### src/rtl/ni_pkg.sv
// Shared definitions for the local network interface: flit layout,
// flit type encoding and header/body flit builders.
package ni_pkg;

    localparam int FLIT_W    = 17;
    localparam int PAYLOAD_W = 14;
    localparam int ID_W      = 4;
    localparam int LEN_W     = 3;

    localparam int VALID_BIT = 16;
    localparam int TYPE_LSB  = 14;
    localparam int DEST_LSB  = 10;
    localparam int SRC_LSB   = 6;
    localparam int LEN_LSB   = 3;

    typedef enum logic [1:0] {
        FLIT_ILLEGAL = 2'b00,
        FLIT_HEAD    = 2'b01,
        FLIT_BODY    = 2'b10,
        FLIT_TAIL    = 2'b11
    } flit_type_e;

    function automatic logic [FLIT_W-1:0] make_head(input logic [ID_W-1:0]  dest,
                                                    input logic [ID_W-1:0]  src,
                                                    input logic [LEN_W-1:0] len);
        logic [FLIT_W-1:0] f;
        f                      = '0;
        f[VALID_BIT]           = 1'b1;
        f[TYPE_LSB +: 2]       = FLIT_HEAD;
        f[DEST_LSB +: ID_W]    = dest;
        f[SRC_LSB +: ID_W]     = src;
        f[LEN_LSB +: LEN_W]    = len;
        return f;
    endfunction

    function automatic logic [FLIT_W-1:0] make_body(input flit_type_e            ftype,
                                                    input logic [PAYLOAD_W-1:0] payload);
        logic [FLIT_W-1:0] f;
        f                      = '0;
        f[VALID_BIT]           = 1'b1;
        f[TYPE_LSB +: 2]       = ftype;
        f[PAYLOAD_W-1:0]       = payload;
        return f;
    endfunction

endpackage

### src/rtl/ni_rx_fifo.sv
// RX flit FIFO. The router's local output cannot be stalled, so a push into a
// full FIFO is dropped (drop_o) unless a pop frees a slot in the same cycle.
// The head entry is read straight from storage; an empty FIFO presents zero.
module ni_rx_fifo #(
    parameter int DEPTH = 4,
    parameter int W     = 16
) (
    input  logic         clk,
    input  logic         rst,
    input  logic         push_i,
    input  logic [W-1:0] wdata_i,
    input  logic         pop_i,
    output logic [W-1:0] rdata_o,
    output logic         valid_o,
    output logic         drop_o
);

    localparam int PTR_W = $clog2(DEPTH);
    localparam int CNT_W = PTR_W + 1;

    logic [W-1:0]     mem_q [DEPTH];
    logic [W-1:0]     mem_d [DEPTH];
    logic [PTR_W-1:0] wr_ptr_q, wr_ptr_d;
    logic [PTR_W-1:0] rd_ptr_q, rd_ptr_d;
    logic [CNT_W-1:0] cnt_q, cnt_d;
    logic             full;
    logic             push_ok;
    logic             pop_ok;

    // Next-state for storage, pointers and occupancy; pointers wrap naturally (power-of-two depth).
    always_comb begin
        full     = (cnt_q == CNT_W'(DEPTH));
        pop_ok   = pop_i && (cnt_q != '0);
        push_ok  = push_i && (!full || pop_ok);
        drop_o   = push_i && full && !pop_ok;
        mem_d    = mem_q;
        wr_ptr_d = wr_ptr_q;
        rd_ptr_d = rd_ptr_q;
        cnt_d    = cnt_q;
        if (push_ok) begin
            mem_d[wr_ptr_q] = wdata_i;
            wr_ptr_d        = wr_ptr_q + PTR_W'(1);
        end
        if (pop_ok) begin
            rd_ptr_d = rd_ptr_q + PTR_W'(1);
        end
        if (push_ok && !pop_ok) begin
            cnt_d = cnt_q + CNT_W'(1);
        end else if (pop_ok && !push_ok) begin
            cnt_d = cnt_q - CNT_W'(1);
        end
    end

    // FIFO state registers; reset flushes all entries.
    always_ff @(posedge clk or negedge rst) begin
        if (!rst) begin
            for (int i = 0; i < DEPTH; i++) begin
                mem_q[i] <= '0;
            end
            wr_ptr_q <= '0;
            rd_ptr_q <= '0;
            cnt_q    <= '0;
        end else begin
            mem_q    <= mem_d;
            wr_ptr_q <= wr_ptr_d;
            rd_ptr_q <= rd_ptr_d;
            cnt_q    <= cnt_d;
        end
    end

    // Head presentation straight from storage.
    always_comb begin
        valid_o = (cnt_q != '0);
        rdata_o = valid_o ? mem_q[rd_ptr_q] : '0;
    end

endmodule

### src/rtl/local_network_interface.sv
// PE-side network interface for one mesh node: packetizes PE requests into
// flits for the router local input and buffers ejected flits for the PE.
// Optional RX protocol checker enabled by defining NI_RX_CHECK_EN.
//
// TX FSM states:
//   state   | meaning
//   TX_IDLE | waiting for pe_req_i; dest/len latched on request
//   TX_HEAD | header pending, sent on the first cycle local_full_i is low
//   TX_BODY | body/tail flits pending, one per cycle with pe_valid_i & !local_full_i
module local_network_interface
    import ni_pkg::*;
#(
    parameter logic [3:0] ROUTER_ID = 4'd13,
    parameter int         RX_DEPTH  = 4
) (
    input  logic        clk,
    input  logic        rst,
    input  logic        pe_req_i,
    input  logic [3:0]  pe_dest_i,
    input  logic [2:0]  pe_len_i,
    output logic        pe_ack_o,
    input  logic [13:0] pe_data_i,
    input  logic        pe_valid_i,
    output logic        pe_ready_o,
    output logic        tx_busy_o,
    input  logic        local_full_i,
    output logic [16:0] local_flit_o,
    input  logic [16:0] local_flit_i,
    output logic [15:0] rx_flit_o,
    output logic        rx_valid_o,
    input  logic        rx_ready_i,
    output logic        rx_drop_o,
    output logic [7:0]  err_cnt_o
);

    typedef enum logic [1:0] {
        TX_IDLE = 2'b00,
        TX_HEAD = 2'b01,
        TX_BODY = 2'b10
    } tx_state_e;

    tx_state_e        state_q, state_d;
    logic [ID_W-1:0]  dest_q, dest_d;
    logic [LEN_W-1:0] len_q, len_d;
    logic [LEN_W-1:0] rem_q, rem_d;

    // TX next state and flit outputs; the full check is combinational because
    // router credits only update one edge after a flit is accepted.
    always_comb begin
        state_d      = state_q;
        dest_d       = dest_q;
        len_d        = len_q;
        rem_d        = rem_q;
        local_flit_o = '0;
        pe_ack_o     = 1'b0;
        pe_ready_o   = 1'b0;
        case (state_q)
            TX_IDLE: begin
                if (pe_req_i) begin
                    dest_d  = pe_dest_i;
                    len_d   = pe_len_i;
                    rem_d   = pe_len_i;
                    state_d = TX_HEAD;
                end
            end
            TX_HEAD: begin
                if (!local_full_i) begin
                    local_flit_o = make_head(dest_q, ROUTER_ID, len_q);
                    pe_ack_o     = 1'b1;
                    state_d      = (len_q == '0) ? TX_IDLE : TX_BODY;
                end
            end
            TX_BODY: begin
                if (pe_valid_i && !local_full_i) begin
                    local_flit_o = make_body((rem_q == LEN_W'(1)) ? FLIT_TAIL : FLIT_BODY,
                                             pe_data_i);
                    pe_ready_o   = 1'b1;
                    rem_d        = rem_q - LEN_W'(1);
                    if (rem_q == LEN_W'(1)) begin
                        state_d = TX_IDLE;
                    end
                end
            end
            default: begin
                state_d = TX_IDLE;
            end
        endcase
    end

    // TX state registers; reset abandons any packet in flight.
    always_ff @(posedge clk or negedge rst) begin
        if (!rst) begin
            state_q <= TX_IDLE;
            dest_q  <= '0;
            len_q   <= '0;
            rem_q   <= '0;
        end else begin
            state_q <= state_d;
            dest_q  <= dest_d;
            len_q   <= len_d;
            rem_q   <= rem_d;
        end
    end

    assign tx_busy_o = (state_q != TX_IDLE);

    ni_rx_fifo #(
        .DEPTH (RX_DEPTH),
        .W     (16)
    ) u_rx_fifo (
        .clk     (clk),
        .rst     (rst),
        .push_i  (local_flit_i[VALID_BIT]),
        .wdata_i (local_flit_i[15:0]),
        .pop_i   (rx_ready_i),
        .rdata_o (rx_flit_o),
        .valid_o (rx_valid_o),
        .drop_o  (rx_drop_o)
    );

`ifdef NI_RX_CHECK_EN
    logic       in_pkt_q, in_pkt_d;
    logic [7:0] err_cnt_q, err_cnt_d;
    logic       rx_bad;

    // Packet framing check on every arriving flit; offending flits are still buffered.
    always_comb begin
        in_pkt_d  = in_pkt_q;
        rx_bad    = 1'b0;
        if (local_flit_i[VALID_BIT]) begin
            case (flit_type_e'(local_flit_i[TYPE_LSB +: 2]))
                FLIT_HEAD: begin
                    rx_bad   = (local_flit_i[DEST_LSB +: ID_W] != ROUTER_ID) || in_pkt_q;
                    in_pkt_d = (local_flit_i[LEN_LSB +: LEN_W] != '0);
                end
                FLIT_BODY: begin
                    rx_bad = !in_pkt_q;
                end
                FLIT_TAIL: begin
                    rx_bad   = !in_pkt_q;
                    in_pkt_d = 1'b0;
                end
                default: begin
                    rx_bad = 1'b1;
                end
            endcase
        end
        err_cnt_d = (rx_bad && (err_cnt_q != 8'hFF)) ? err_cnt_q + 8'd1 : err_cnt_q;
    end

    // Checker state registers.
    always_ff @(posedge clk or negedge rst) begin
        if (!rst) begin
            in_pkt_q  <= 1'b0;
            err_cnt_q <= '0;
        end else begin
            in_pkt_q  <= in_pkt_d;
            err_cnt_q <= err_cnt_d;
        end
    end

    assign err_cnt_o = err_cnt_q;
`else
    assign err_cnt_o = '0;
`endif

endmodule

### config.mk
export PLATFORM = sky130hd
export DESIGN_NAME = local_network_interface
export DESIGN_NICKNAME = d
export VERILOG_FILES = /design/src/rtl/ni_pkg.sv /design/src/rtl/ni_rx_fifo.sv /design/src/rtl/local_network_interface.sv
export SDC_FILE = /design/constraint.sdc
export NUM_CORES = 1
export LEC_CHECK = 0
export CORE_MARGIN = 2
export CORE_UTILIZATION = 40
export CTS_CLUSTER_DIAMETER = 60
export DETAILED_ROUTE_END_ITERATION = 6
export GPL_TIMING_DRIVEN = 1
export PLACE_DENSITY = 0.66
export SKIP_LAST_GASP = 1
export SLEW_MARGIN = 5
export SYNTH_ARGS = -nofsm -noshare
export SYNTH_HDL_FRONTEND = slang
export SYNTH_SLANG_ARGS = --single-unit
### constraint.sdc
create_clock -name clk -period 3.9 [get_ports clk]
set_clock_uncertainty 0.2 [all_clocks]
set_input_delay 0.585 -clock clk [delete_from_list [all_inputs] [get_ports clk]]
set_output_delay 0.585 -clock clk [all_outputs]
set_load 0.005 [all_outputs]
run_1/met2.png
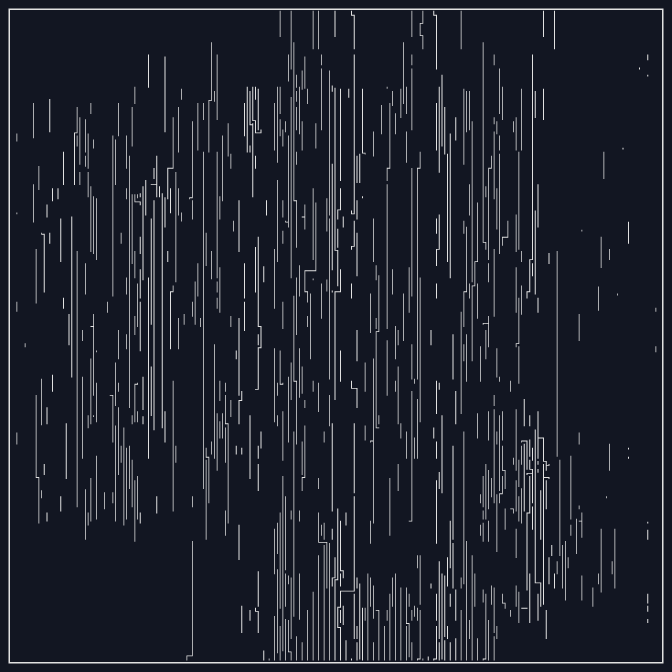
397 nets have wire on it. The wires run mostly vertical. The longest straight run is 56.4 um. The layer holds 49% of the routed length. The layer carries 4,370 um of wire.

run_1/density.png
The die is cut into 11 by 11 equal tiles; white is low, dark blue is high, 0 to 100% covered.
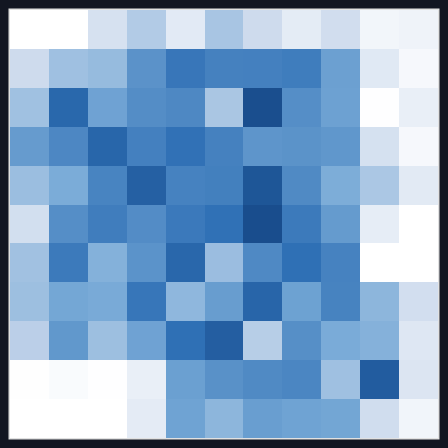
The mean over all tiles is 44%. 9.1% of the tiles are nearly empty. 8.3% of the tiles are over 75% full. The emptiest ninth of the die: lower left. The densest ninth of the die: center.

run_1/gate_families.png
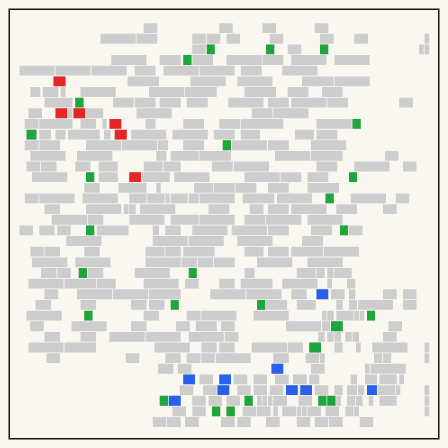
AND and OR gates: marked green, cells 27, most used and2_1, where spread over the die. AND-OR and OR-AND gates: marked blue, cells 9, most used a22o_1. XOR/XNOR gates: marked red, cells 6, most used xnor2_1, where upper left.

==> impl_metrics.py, run 1 <==
# Generated from Yosys and OpenROAD reports
metrics = {
    "drt": {
        "routed_wl_um": 8941,
        "top_layer_used": "met4",
        "wl_per_cell_um": 16.87,
        "postRouteAntennaNets": 0,
        "vias": 2627,
    },
    "power_and_ir_drop": {
        "p_sw_uw": 1344,
        "p_seq_frac": 0.356,
    },
    "global_routing": {
        "grt_usage": 0.1634,
        "use_met2": 0.2654,
        "grt_start_max_net_pins": 84,
    },
    "worst_setup_path": {
        "cp.arrival_ns": 2.50,
        "start_kind": "input pin",
        "cp.required_ns": 3.12,
        "crit_top_cell": "clkdlybuf4s50_1",
        "critical_path_class": "in -> out",
        "crit_family": "buffers and inverters",
        "slowest_stage": "clkdlybuf4s50_1",
        "worst-path-buf-inv": 3,
    },
    "yosys": {
        "syn_avg_cell_area_um2": 14.41,
        "yosys_warnings": 0,
        "synthArstFlopShare": 1.000,
        "area_leaders": "dfrtp_1 47%, mux2_4 14%, mux2_2 8.1%",
        "ys_top_logic_family": "multiplexers",
        "synth_seq_share": 0.4679,
        "ys_sh_aoi": 0.04059,
        "yosys_area_um2": 4439,
        "syn_area_um2": 4439,
        "synth.most_common_cell": "dfrtp_1",
        "ys_ff": 83,
        "fa_ha_area_frac": 0.03269,
        "ys_types": 37,
        "synth_xor_xnor_area_share": 0.01184,
    },
    "floorplan": {
        "chipArea_um2": 11960,
        "die_w_um": 109.3,
        "num_io_pins": 90,
        "fp_util": 0.4095,
    },
    "cts": {
        "cts_tree": "yes",
        "clk_latency_ns": 0.34,
        "postCtsSetupBuffers": 0,
        "htree_levels": 3,
        "cts_hold_buf": 0,
    },
    "sta": {
        "fmax_ghz": 0.3041,
        "rsz0062_at_grt": "no",
        "finalCriticalPeriod_ns": 3.288,
        "setup_tns_ns": 0,
    },
    "final_layout": {
        "reg.largest.list": "u_rx_fifo.mem_q x64, dest_q x4",
        "layout-drive-gt1-share": 0.2974,
        "area_delta_synth_final_pct": 23.06,
    },
    "placed_design": {
        "gp_congestion": 0.7954,
        "dp.cells": 515,
    },
    "run_status": {
        "outcome": "complete, no violations",
    },
    "worst_hold_path": {
        "hp-class": "in -> async",
    },
}
run 1: worst register-to-register path, delay by kind of cell, from the launching register on:
family	cells	cell delay, ns
XOR/XNOR	2	0.32
flip-flops	1	0.46
AND/OR/NAND/NOR	3	1.00
buffers and inverters	1	0.06
adder cells (fa/ha/maj)	2	0.58
run 1: final timing paths:
check	slack (ns)	start	end	depth (start not counted)
setup / recovery	0.61	pe_valid_i	local_flit_o[4]	6
setup reg to reg	1.21	u_rx_fifo.cnt_q[0]	u_rx_fifo.cnt_q[2]	8
hold / removal	0.18	rst	u_rx_fifo.cnt_q[1]	1
min in group clk	0.30	u_rx_fifo.cnt_q[2]	u_rx_fifo.cnt_q[2]	1
hold reg to reg	0.30	u_rx_fifo.cnt_q[2]	u_rx_fifo.cnt_q[2]	1
max in group asynchronous	2.58	rst	u_rx_fifo.mem_q[30]	1
run 1: power by group through the flow:
stage	Sequential, uW	Combinational [uW]	Clock, uW
floorplan	1490	1580	0
global placement	1570	2210	0
detailed placement	1590	2250	0
CTS	1570	2260	648
global route	1630	2420	681
finish	1570	2220	624
run 1: final cells by class:
type	instances	area [um2]
clock buffer	11	151.4
sequential	83	2077
multi-input combinational	198	2133
fill	976	5378
timing repair buffer	86	845.8
inverter	8	30.03
clock inverter	4	50.05
tap	140	175.2
run 1: per-stage QoR:
step	power [uW]	util	hold slack, ns	area [um2]	setup slack [ns]
after floorplan	3070	-	0.08941	4466	1.579
after global routing	4738	0.5039	0.2702	5463	0.4918
final	4415	0.5039	0.1846	5463	0.6118
after CTS	4487	0.5039	0.2531	5463	0.6049
after detailed placement	3838	0.4853	0.2877	5261	0.6103
after global placement	3774	0.4853	0.2745	5261	0.6862
run_1/metal_stack.png
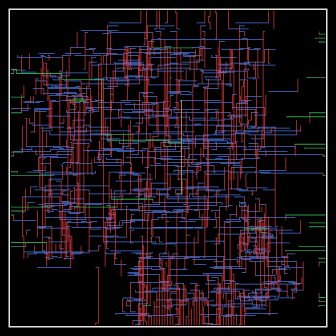

==> run 2, diff against run 1 <==
Settings changed: PLACE_DENSITY 0.66 to 0.68.
Clock period 3.9 ns to 2.9 ns, I/O delays scaled along.
run_2/metal_stack.png
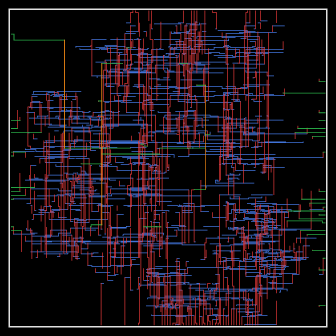
met2: marked red, wire length 4,440 um. met4: marked orange, wire length 129 um. met3: marked green, wire length 285 um. met1: marked blue, wire length 4,140 um.

run_2/gate_families.png
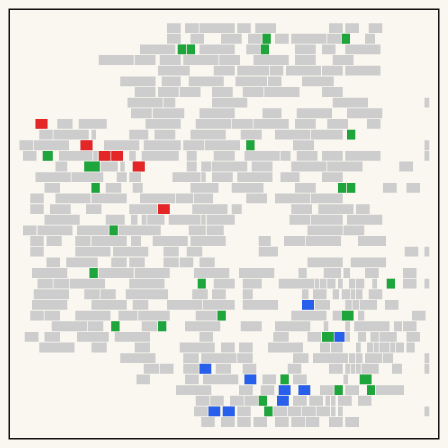
AND-OR and OR-AND gates: marked blue, cells 9, most used a22o_1. AND and OR gates: marked green, cells 27, most used and2_1, where spread over the die. XOR/XNOR gates: marked red, cells 6, most used xnor2_1.

==> run 2 against run 1 <==
Compared with the run above: sequential power increased by 38%; die size unchanged; setup slack got worse by 0.49 ns; first-iteration DRC count increased by 1.0%; hold slack improved by 0.12 ns; clock-buffer cell count decreased by 2; design area increased by 2.2%; critical path type is now reg -> out.
==> impl_metrics.py, run 2 <==
# Generated from Yosys and OpenROAD reports
metrics = {
    "final_layout": {
        "area_delta_synth_final_pct": 25.79,
        "reg.largest.list": "u_rx_fifo.mem_q x64, dest_q x4",
        "fill_cells": 945,
        "utilization": 0.5151,
        "comb_area_um2": 2141,
    },
    "cts": {
        "cts_tree": "yes",
        "cts_sinks": 83,
        "cts_hold_buf": 1,
        "postCtsSetupBuffers": 0,
    },
    "worst_setup_path": {
        "rrSetupSlack_ns": 0.53,
        "critical_path_class": "reg -> out",
        "crit-reg2reg-launch": "u_rx_fifo.cnt_q[0]",
        "r2r-end": "u_rx_fifo.cnt_q[2]",
        "crit_family": "buffers and inverters",
        "cp.arrival_ns": 2.15,
        "worst-path-buf-inv": 3,
        "start_kind": "register",
        "cp.required_ns": 2.27,
        "slowest_stage": "clkdlybuf4s50_1",
    },
    "worst_hold_path": {
        "worst_hold_path.endpoint": "u_rx_fifo.cnt_q[2]",
        "hp-class": "reg -> reg",
        "min_path_cells": 1,
        "hp-start": "u_rx_fifo.cnt_q[2]",
    },
    "yosys": {
        "syn_area_um2": 4439,
        "synth_seq_share": 0.4679,
        "ys_types": 37,
        "yosys_warnings": 0,
        "area_leaders": "dfrtp_1 47%, mux2_4 14%, mux2_2 8.1%",
        "yosys_area_um2": 4439,
        "synthArstFlopShare": 1.000,
        "syn_avg_cell_area_um2": 14.41,
    },
    "floorplan": {
        "chipArea_um2": 11960,
        "num_io_pins": 90,
        "die_w_um": 109.3,
    },
    "power_and_ir_drop": {
        "p_sw_uw": 1860,
        "p_total_uw": 6091,
        "powerClk_uw": 936,
        "pg_seq_uw": 2160,
        "p_seq_frac": 0.355,
        "comb_cell_power_uw": 2990,
    },
    "global_routing": {
        "use_met2": 0.2623,
        "grt_start_max_net_pins": 46,
        "grt_usage": 0.1643,
    },
    "drt": {
        "postRouteAntennaNets": 0,
        "routed_wl_um": 8992,
        "vias": 2669,
    },
    "run_status": {
        "outcome": "complete, no violations",
    },
    "sta": {
        "rsz0062_at_grt": "no",
        "finalCriticalPeriod_ns": 2.782,
        "fmax_ghz": 0.3594,
    },
    "placed_design": {
        "gp_congestion": 0.7954,
    },
}
[run 2: worst max path at each step]
stage                                   from                  to  depth (start not counted)
after floorplan           u_rx_fifo.cnt_q[0]  u_rx_fifo.cnt_q[2]                          9
after global placement            pe_valid_i     local_flit_o[5]                          6
after detailed placement          pe_valid_i    local_flit_o[10]                          6
after CTS                 u_rx_fifo.cnt_q[0]        rx_flit_o[6]                          4
after global routing              state_q[0]    local_flit_o[12]                          6
final                             state_q[0]     local_flit_o[3]                          6
[run 2: worst reg2reg max path: stages, from the launching register on]
cell and delay [ns]:
dfrtp_1 0.47, or3_4 0.46, nand2_1 0.13, ha_1 0.20
inv_1 0.06, fa_1 0.37, xor2_1 0.17, nor2_1 0.11
xor2_1 0.14
[run 2: cells by family (layout without fill, tap and decap cells)]
family / after synthesis / after routing / share of synthesized area
adders and majority gates: 11 / 11 / 0.03269
xor gates and xnor gates: 6 / 6 / 0.01184
other: 1 / 8 / 0.0008447
and+or+nand+nor: 57 / 57 / 0.08878
buffers and inverters: 34 / 118 / 0.05750
AOI/OAI and AO/OA: 27 / 27 / 0.04059
DFF: 83 / 83 / 0.4679
muxes: 89 / 89 / 0.2999
[run 2: layout make-up]
cell class                      instances  share of cell area
Timing Repair Buffer                   94              0.1672
Inverter                                8            0.005378
Clock inverter                          7             0.01815
Tap cell                              140             0.03137
Sequential cell                        83              0.3724
Clock buffer                            9             0.02218
Multi-Input combinational cell        198              0.3834
[run 2: stage by stage]
step	std cells	instance area [um2]	hold WS [ns]	worst slack, ns
2_1_floorplan	315	4466	-0.06059	0.5805
5_1_grt	539	5584	0.3236	0.003800
3_5_place_dp	520	5324	0.2479	0.1617
3_3_place_gp	520	5324	0.2447	0.1912
4_1_cts	537	5562	0.2977	0.008633
6_report	539	5584	0.3012	0.1177
run_2/final_congestion.png
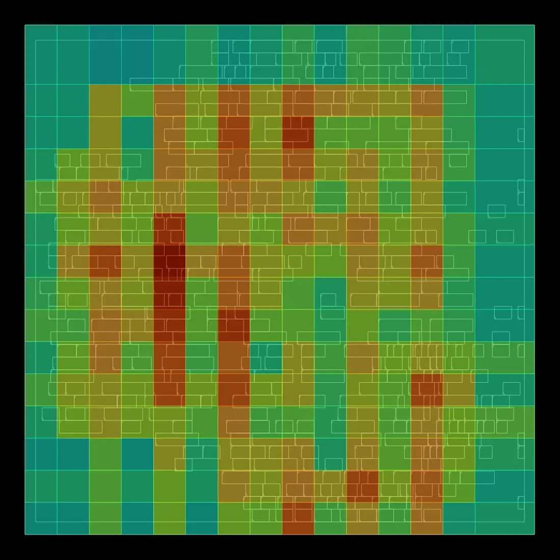

==> run 3, diff against run 2 <==
Settings changed: PLACE_DENSITY 0.68 to 0.66.
Clock period 2.9 ns to 2.8 ns, I/O delays scaled along.
run_3/final_congestion.png
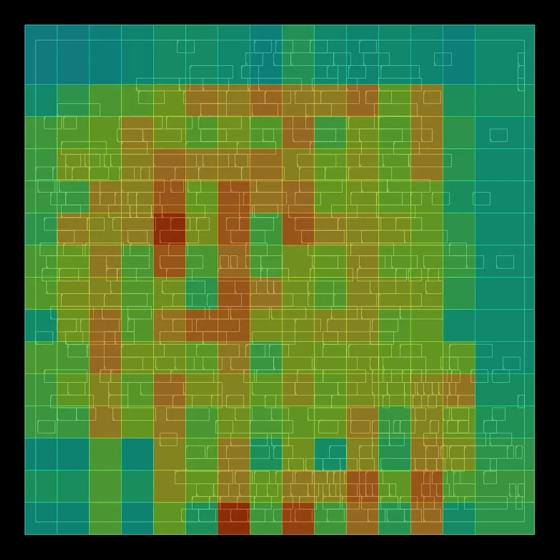
met3 GRT Util: 0.04031
M1 GR Usage: 0.2191
busiest grt layer: met2

run_3/metal_stack.png
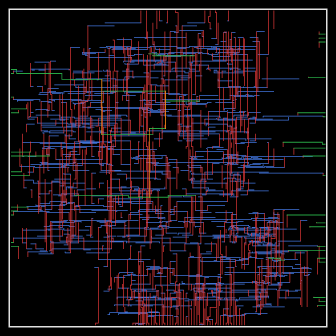
met3: marked green, wire length 315 um. met4: marked orange, wire length 55.8 um. met1: marked blue, wire length 4,120 um. met2: marked red, wire length 4,410 um.

==> run 3 against run 2 <==
Compared with the run above: first-iteration DRC count down 28%; synthesized cell count is the same; final cell count up 0.37%; hold slack better by 0.0023 ns; clock-buffer cell count is 1 higher; critical path depth unchanged; core utilization increased by 0.16 points; sequential cell count stayed put; critical endpoint is now local_flit_o[11]; largest power group unchanged.
==> impl_metrics.py, run 3 <==
# Generated from Yosys and OpenROAD reports
metrics = {
    "run_status": {
        "outcome": "complete, no violations",
    },
    "final_layout": {
        "clkbuf_count": 10,
        "clock_cell_area_share": 0.03685,
        "sh_seq_area": 0.3710,
        "comb_area_um2": 2156,
        "bufAreaShareNonClock": 0.1707,
        "inverters_excl_clock": 8,
        "num-nonclk-buffers": 97,
        "num-multi-input-gates": 198,
        "seq_cell_count": 83,
        "utilization": 0.5167,
        "layout-drive-gt1-share": 0.3267,
        "comb_share": 0.3849,
        "design_area_um2": 5602,
        "instances_no_fill": 541,
        "seqCellArea_um2": 2078,
        "largest_class": "combinational gates",
        "fill_cells": 963,
    },
    "floorplan": {
        "num_io_pins": 90,
        "die_w_um": 109.3,
        "fp_util": 0.4095,
        "n_tap_cell": 140,
        "std_cell_rows": 38,
    },
    "cts": {
        "htree_levels": 3,
        "clockBufferDepth": 2,
        "clk_latency_ns": 0.35,
        "cts_tree": "yes",
        "cts_sinks": 83,
    },
    "drt": {
        "drtIter0Drc": 73,
        "vias": 2694,
        "postRouteAntennaNets": 0,
        "routed_wl_um": 8897,
        "wl_per_cell_um": 16.45,
        "firstDrtPassIters": 5,
    },
    "sta": {
        "slew_violations": 0,
        "setup_tns_ns": 0,
        "fmax_ghz": 0.3658,
        "finalCriticalPeriod_ns": 2.734,
        "whs_ns": 0.3035,
        "rsz0062_at_grt": "yes",
        "setup_slack_ns": 0.06644,
    },
    "yosys": {
        "yosys_warnings": 0,
        "synthArstFlopShare": 1.000,
        "synth-edff-count": 0,
        "synth.most_common_cell": "dfrtp_1",
        "syn_avg_cell_area_um2": 14.41,
        "syn_area_um2": 4439,
        "area_leaders": "dfrtp_1 47%, mux2_4 14%, mux2_2 8.1%",
        "yosys_area_um2": 4439,
        "netlist_top_cells_count": "83 x dfrtp_1, 40 x mux2_4, 32 x mux2_2, 22 x and2_1, 16 x mux4_2",
        "ys_types": 37,
        "ys_ff": 83,
        "synth_seq_share": 0.4679,
        "yosysTopAreaCellShare": 0.4679,
    },
    "placed_design": {
        "dp.cells": 522,
        "placed_cell_area_um2": 5339,
        "gp_congestion": 0.8021,
        "pre_cts_ws_ns": 0.1233,
    },
    "power_and_ir_drop": {
        "pg_seq_uw": 2170,
        "p_sw_uw": 1889,
        "power.group.top": "combinational cells",
        "p_seq_frac": 0.345,
        "comb_cell_power_uw": 3210,
        "powerClk_uw": 914,
    },
    "global_routing": {
        "grt_start_max_net_pins": 35,
        "grt_usage": 0.1592,
    },
    "worst_hold_path": {
        "hp-class": "reg -> reg",
    },
    "worst_setup_path": {
        "start_kind": "register",
        "cp.arrival_ns": 2.11,
        "critical_path_class": "reg -> out",
    },
}
-- run 3: cell counts after synthesis --
No cell type changed its count.
-- run 3: critical path: stages, from the launching register on --
cell,delay [ns]
dfrtp_1,0.40
inv_1,0.13
ha_4,0.23
and3_1,0.19
buf_12,0.15
a22o_1,0.23
clkdlybuf4s50_1,0.44
-- run 3: cell families after synthesis --
group           after synthesis  share of synthesized area
flops                        83                     0.4679
compound gates               27                    0.04059
fa+ha+maj                    11                    0.03269
xor+xnor                      6                    0.01184
buf+inv                      34                    0.05750
other cells                   1                  0.0008447
simple gates                 57                    0.08878
mux                          89                     0.2999
-- run 3: path summary, 6_finish.rpt --
| check | start | to | slack (ns) | depth (start not counted) |
|---|---|---|---|---|
| setup / recovery | state_q[0] | local_flit_o[11] | 0.07 | 6 |
| hold / removal | u_rx_fifo.mem_q[20] | u_rx_fifo.mem_q[20] | 0.30 | 1 |
| setup reg to reg | u_rx_fifo.cnt_q[0] | u_rx_fifo.cnt_q[2] | 0.41 | 8 |
| hold reg to reg | u_rx_fifo.mem_q[20] | u_rx_fifo.mem_q[20] | 0.30 | 1 |
| max in group asynchronous | rst | u_rx_fifo.mem_q[12] | 1.42 | 3 |
| min in group asynchronous | rst | u_rx_fifo.cnt_q[2] | 0.34 | 2 |
-- run 3: routing by layer --
| metal | vias up | GRT usage | part of all wire |
|---|---|---|---|
| li1 | 1254 | - | - |
| met1 | 1385 | 0.2191 | 0.46 |
| met2 | 48 | 0.2593 | 0.50 |
| met3 | 7 | 0.04031 | 0.035 |
| met4 | 0 | 0.02712 | 0.0062 |
| met5 | - | 0 | 0 |
-- run 3: what timing repair did --
item,CTS,global route
resized,2,5
hold endpoints to repair,29,0
buffers inserted,2,1
setup endpoints to repair,17,15
hold buffers,1,0
gates cloned,0,0
Power and IR drop assume default switching activity.
